`config.mk`:
```
export PLATFORM = sky130hd
export DESIGN_NAME = y86_inst_encoder
export DESIGN_NICKNAME = d
export VERILOG_FILES = /design/src/rtl/y86_pkg.sv /design/src/rtl/y86_inst_len.sv /design/src/rtl/y86_inst_encoder.sv
export SDC_FILE = /design/constraint.sdc
export NUM_CORES = 1
export LEC_CHECK = 0
export CAP_MARGIN = 20
export CORE_UTILIZATION = 50
export CTS_CLUSTER_DIAMETER = 30
export DETAILED_ROUTE_END_ITERATION = 8
export GPL_TIMING_DRIVEN = 0
export PLACE_DENSITY = 0.83
export SYNTH_ARGS = -nofsm -noshare
export SYNTH_HDL_FRONTEND = slang
export SYNTH_SLANG_ARGS = --single-unit
```
`constraint.sdc`:
```
create_clock -name clk -period 6.6 [get_ports clk]
set_input_delay 1.32 -clock clk [delete_from_list [all_inputs] [get_ports clk]]
set_output_delay 1.32 -clock clk [all_outputs]
set_load 0.01 [all_outputs]
```
`src/rtl/y86_pkg.sv`:
```
// ---------------------------------------------------------------------------
// y86_pkg
// Shared Y86-64 definitions. The fetch/decode blocks and the instruction
// encoder all use these icode values and the "no register" code, so keeping
// them in one place guarantees the encoder emits exactly what decode expects.
//
// Contents:
//   I_HALT .. I_POPQ  instruction codes 0x0 .. 0xB
//   RNONE             register specifier meaning "no register" (0xF)
//   instInfo_t        per-icode shape: byte length, reg byte, valC, legality
// ---------------------------------------------------------------------------
package y86_pkg;

    localparam logic [3:0] I_HALT   = 4'h0;
    localparam logic [3:0] I_NOP    = 4'h1;
    localparam logic [3:0] I_RRMOVQ = 4'h2;
    localparam logic [3:0] I_IRMOVQ = 4'h3;
    localparam logic [3:0] I_RMMOVQ = 4'h4;
    localparam logic [3:0] I_MRMOVQ = 4'h5;
    localparam logic [3:0] I_OPQ    = 4'h6;
    localparam logic [3:0] I_JXX    = 4'h7;
    localparam logic [3:0] I_CALL   = 4'h8;
    localparam logic [3:0] I_RET    = 4'h9;
    localparam logic [3:0] I_PUSHQ  = 4'hA;
    localparam logic [3:0] I_POPQ   = 4'hB;

    localparam logic [3:0] RNONE    = 4'hF;

    typedef struct packed {
        logic [3:0] len;
        logic       hasReg;
        logic       hasValC;
        logic       legal;
    } instInfo_t;

endpackage

```
`src/rtl/y86_inst_len.sv`:
```
// ---------------------------------------------------------------------------
// y86_inst_len
// Purely combinational lookup from an icode to the shape of its encoding.
//
// Ports:
//   icode  in   4            instruction code
//   info   out  instInfo_t   {len, hasReg, hasValC, legal}
//
// Unknown icodes (0xC..0xF) come back with legal=0 and len=0 so the caller
// can reject them without starting a byte stream.
// ---------------------------------------------------------------------------
module y86_inst_len
    import y86_pkg::*;
(
    input  logic [3:0] icode,
    output instInfo_t  info
);

    // Table of encodings: 1 byte for the bare opcodes, 2 when a register
    // byte follows, 9 when only an 8-byte constant follows, 10 for both.
    always_comb begin
        info = '0;
        case (icode)
            I_HALT, I_NOP, I_RET: begin
                info.len   = 4'd1;
                info.legal = 1'b1;
            end
            I_RRMOVQ, I_OPQ, I_PUSHQ, I_POPQ: begin
                info.len    = 4'd2;
                info.hasReg = 1'b1;
                info.legal  = 1'b1;
            end
            I_IRMOVQ, I_RMMOVQ, I_MRMOVQ: begin
                info.len     = 4'd10;
                info.hasReg  = 1'b1;
                info.hasValC = 1'b1;
                info.legal   = 1'b1;
            end
            I_JXX, I_CALL: begin
                info.len     = 4'd9;
                info.hasValC = 1'b1;
                info.legal   = 1'b1;
            end
            default: info = '0;
        endcase
    end

endmodule

```
`src/rtl/y86_inst_encoder.sv`:
```
// ---------------------------------------------------------------------------
// y86_inst_encoder
// Turns Y86-64 instruction fields into the byte stream written into
// instruction memory, one byte per out_valid/out_ready handshake, each byte
// tagged with its address. The PC advances by the instruction length once
// the final byte has been taken.
//
// Ports:
//   clk, rst_n            clock / asynchronous active-low reset
//   org_we, org_addr      relocate the PC (only while idle)
//   in_valid, in_ready    instruction handshake
//   icode, ifun, rA, rB   instruction fields
//   valC                  64-bit constant / destination
//   out_valid, out_ready  byte handshake toward memory
//   out_addr, out_byte    byte address and encoded byte
//   out_last              current byte ends the instruction
//   err_illegal           one-cycle pulse after an unknown icode was dropped
//   pc                    address where the next instruction will start
// ---------------------------------------------------------------------------
module y86_inst_encoder
    import y86_pkg::*;
#(
    parameter int                 ADDR_W    = 64,
    parameter logic [ADDR_W-1:0]  BASE_ADDR = '0
) (
    input  logic              clk,
    input  logic              rst_n,
    input  logic              org_we,
    input  logic [ADDR_W-1:0] org_addr,
    input  logic              in_valid,
    output logic              in_ready,
    input  logic [3:0]        icode,
    input  logic [3:0]        ifun,
    input  logic [3:0]        rA,
    input  logic [3:0]        rB,
    input  logic [63:0]       valC,
    output logic              out_valid,
    input  logic              out_ready,
    output logic [ADDR_W-1:0] out_addr,
    output logic [7:0]        out_byte,
    output logic              out_last,
    output logic              err_illegal,
    output logic [ADDR_W-1:0] pc
);

    localparam logic [0:0] ST_IDLE = 1'b0;
    localparam logic [0:0] ST_EMIT = 1'b1;

    logic [0:0]  state;
    logic [3:0]  index;
    logic        errFlag;
    logic [3:0]  curIcode, curIfun, curRA, curRB, curLen;
    logic        curHasReg, curHasValC;
    logic [63:0] curValC;

    instInfo_t   info;
    logic [3:0]  fixIfun, fixRA, fixRB;
    logic        accept, transfer;
    logic [2:0]  regOffset, valcPos;
    logic [7:0]  byteSel;

    y86_inst_len lenUnit (
        .icode (icode),
        .info  (info)
    );

    assign in_ready    = (state == ST_IDLE);
    assign accept      = in_valid && in_ready;
    assign out_valid   = (state == ST_EMIT);
    assign transfer    = out_valid && out_ready;
    assign out_last    = (state == ST_EMIT) && (index == curLen - 4'd1);
    assign out_addr    = pc + {{(ADDR_W-4){1'b0}}, index};
    assign out_byte    = byteSel;
    assign err_illegal = errFlag;

    // Canonicalise fields before latching: single-byte opcodes carry no
    // function code, irmovq has no source register, and push/pop have no
    // second register, so those nibbles are driven to fixed values instead
    // of whatever the source happened to present.
    always_comb begin
        fixIfun = ifun;
        fixRA   = rA;
        fixRB   = rB;
        if (icode == I_HALT || icode == I_NOP || icode == I_RET) begin
            fixIfun = 4'h0;
        end
        if (icode == I_IRMOVQ) begin
            fixRA = RNONE;
        end
        if (icode == I_PUSHQ || icode == I_POPQ) begin
            fixRB = RNONE;
        end
    end

    // Pick the byte for the current index. valC starts right after the
    // register byte when there is one, otherwise right after byte 0; the
    // 3-bit subtraction wraps so index 9 (or 8) lands on valC byte 7.
    always_comb begin
        byteSel   = 8'h00;
        regOffset = curHasReg ? 3'd2 : 3'd1;
        valcPos   = index[2:0] - regOffset;
        if (state == ST_EMIT) begin
            if (index == 4'd0) begin
                byteSel = {curIcode, curIfun};
            end else if (curHasReg && index == 4'd1) begin
                byteSel = {curRA, curRB};
            end else if (curHasValC) begin
                byteSel = curValC[{valcPos, 3'b000} +: 8];
            end
        end
    end

    // Main sequencer. In IDLE it can relocate the PC and accept an
    // instruction in the same cycle; since out_addr is pc+index, a
    // coincident org_we naturally places the instruction at org_addr.
    // In EMIT it steps through the bytes and only moves the PC once the
    // final byte has been accepted. Illegal icodes never leave IDLE and
    // just raise the error flag for one cycle.
    always_ff @(posedge clk or negedge rst_n) begin
        if (!rst_n) begin
            state      <= ST_IDLE;
            pc         <= BASE_ADDR;
            index      <= 4'd0;
            errFlag    <= 1'b0;
            curIcode   <= 4'h0;
            curIfun    <= 4'h0;
            curRA      <= 4'h0;
            curRB      <= 4'h0;
            curLen     <= 4'd0;
            curHasReg  <= 1'b0;
            curHasValC <= 1'b0;
            curValC    <= 64'h0;
        end else begin
            errFlag <= accept && !info.legal;
            case (state)
                ST_IDLE: begin
                    if (org_we) begin
                        pc <= org_addr;
                    end
                    if (accept && info.legal) begin
                        state      <= ST_EMIT;
                        index      <= 4'd0;
                        curIcode   <= icode;
                        curIfun    <= fixIfun;
                        curRA      <= fixRA;
                        curRB      <= fixRB;
                        curLen     <= info.len;
                        curHasReg  <= info.hasReg;
                        curHasValC <= info.hasValC;
                        curValC    <= valC;
                    end
                end
                default: begin
                    if (transfer) begin
                        if (out_last) begin
                            state <= ST_IDLE;
                            index <= 4'd0;
                            pc    <= pc + {{(ADDR_W-4){1'b0}}, curLen};
                        end else begin
                            index <= index + 4'd1;
                        end
                    end
                end
            endcase
        end
    end

endmodule

```
==> qor.yml <==
run:
  warnings: 30
outcome:
  outcome: "finished, final reports clean"
clock_tree:
  cts.repair.resized: 0
  cts_root_buf: "clkbuf_16"
  clock_latency_ns: 0.45
  max-clock-path-buffers: 2
final_timing:
  setup_viol: 0
  layout_min_cycle_time_ns: 5.60
  skew_ns: 0.0105
  hold_slack_ns: 0.479
drt:
  route.detailed.drc: 0
  wl_per_cell_um: 25.0
  detail_route.iter0.violations: 1417
  first_pass_iters: 7
cells_and_area:
  nets: 1715
global_routing:
  grt_use_total: 0.446
  grt_pass1_wl_mm: 66.6
synthesis:
  yosys.area_share.adder: 0.0208
  ys_ff: 155
  ys_sh_aoi: 0.168
  ys_seq_share: 0.385
  syn_inst: 1244
  syn_area_sq_mm: 0.0101
  syn_nets: 1408
setup_path:
  cp-startpoint: "index[0]"
  crit_family: "buffers and inverters"
  start_kind: "register"
  cp.arrival_ns: 4.28
  crit_chain: "inv_1 -> ha_1 -> inv_1 -> fa_1 -> clkbuf_1 -> clkbuf_1 -> mux4_2 -> mux2i_1 -> nor2_1 -> a21oi_1 -> a21oi_1 -> clkdlybuf4s50_1"
  cp_num_cells: 12
  rr_worst_depth: 8
  max_stage_delay_ns: 0.56
  r2r-end: "pc[25]"
pwr:
  p_int_mw: 3.90
  comb_power_share: 0.605
  clkPwrFrac: 0.139
placed cells by master (no fill, tap or decap), types with 7 or more instances in the layout:
master,instances
clkdlybuf4s50_1,286
and3_1,7
a21oi_1,108
nor4_1,9
dfrtp_1,155
nor2_1,103
nand2_1,294
xor2_1,24
o22ai_1,16
xnor2_1,43
a31oi_1,8
o21ai_0,66
buf_2,21
o22a_1,16
nand3_1,51
mux4_2,16
nor3_1,31
o32ai_1,11
ha_1,12
a22o_1,7
clkbuf_1,57
inv_1,25
nand4_1,38
clkbuf_16,17
mux2i_1,13
synth_stat cells, drive strengths merged, types with 11 or more instances:
| cell type | instances |
|---|---|
| nor2 | 103 |
| inv | 25 |
| o22ai | 16 |
| o21ai | 66 |
| mux4 | 16 |
| clkbuf | 59 |
| nand3 | 54 |
| nand2 | 294 |
| buf | 31 |
| xor2 | 24 |
| mux2i | 13 |
| nand4 | 43 |
| nor3 | 35 |
| nor4 | 16 |
| o32ai | 11 |
| a21oi | 108 |
| dfrtp | 155 |
| ha | 12 |
| xnor2 | 43 |
| o22a | 16 |
routing by layer:
layer | GRT usage | up-vias | share of wire
li1 | - | 5006 | -
met1 | 0.573 | 5535 | 0.38
met2 | 0.670 | 903 | 0.44
met3 | 0.139 | 164 | 0.13
met4 | 0.242 | 2 | 0.052
met5 | 0 | - | 0.00028
final cells by class:
class | count | area, sq um
plain buffers | 90 | 382
clock buffers | 17 | 425
clock inverters | 15 | 181
fillers | 1549 | 5660
inverters | 25 | 93.8
multi-input cells | 974 | 5730
flip-flops and latches | 155 | 3880
well taps | 265 | 332
repair buffers | 288 | 2910
registers in the layout (all words and copies together) (netlist names), 3 cells and up:
signal and cells:
curRB 4, curIcode 4, curRA 4, curValC 64, curIfun 4, index 4, curLen 3, pc 64
met1.png
Scale bar: 50 um. Supply wires on this layer in grey.
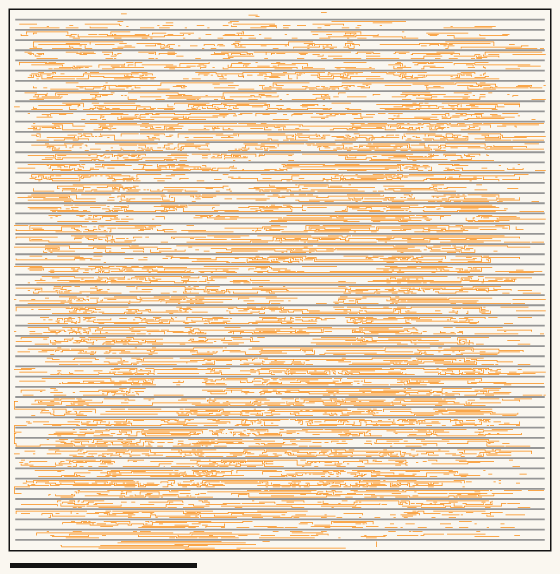
1,538 nets have wire on it. The layer holds 38% of the routed length. The longest straight run is 63.0 um. The wires run mostly horizontal.

met2.png
Scale bar: 50 um.
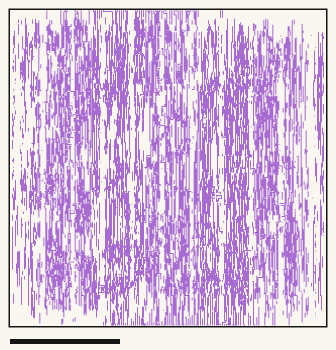
The longest straight run is 56.8 um. The layer holds 44% of the routed length.

met3.png
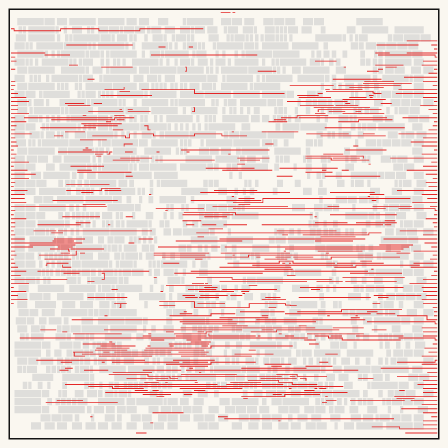
The layer carries 5,950 um of wire. The layer holds 13% of the routed length. 398 nets have wire on it. The wires run mostly horizontal.

met4.png
Scale bar: 50 um. Supply wires on this layer in grey.
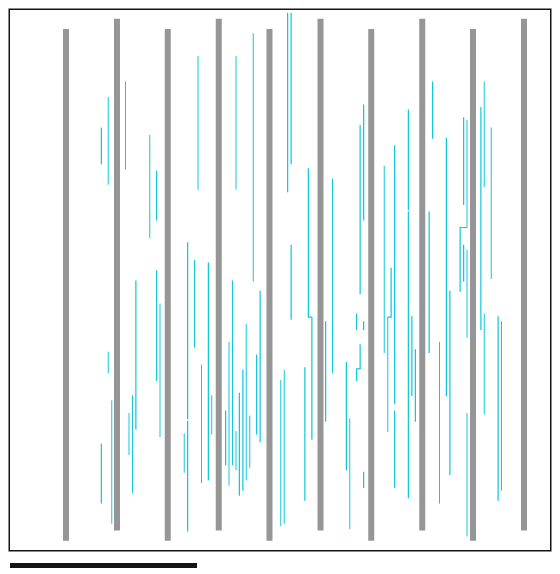
59 nets have wire on it. The longest straight run is 76.2 um. The layer carries 2,370 um of wire. The layer holds 5.2% of the routed length.

No activity file was given, so power comes from the tool's default toggle rates.
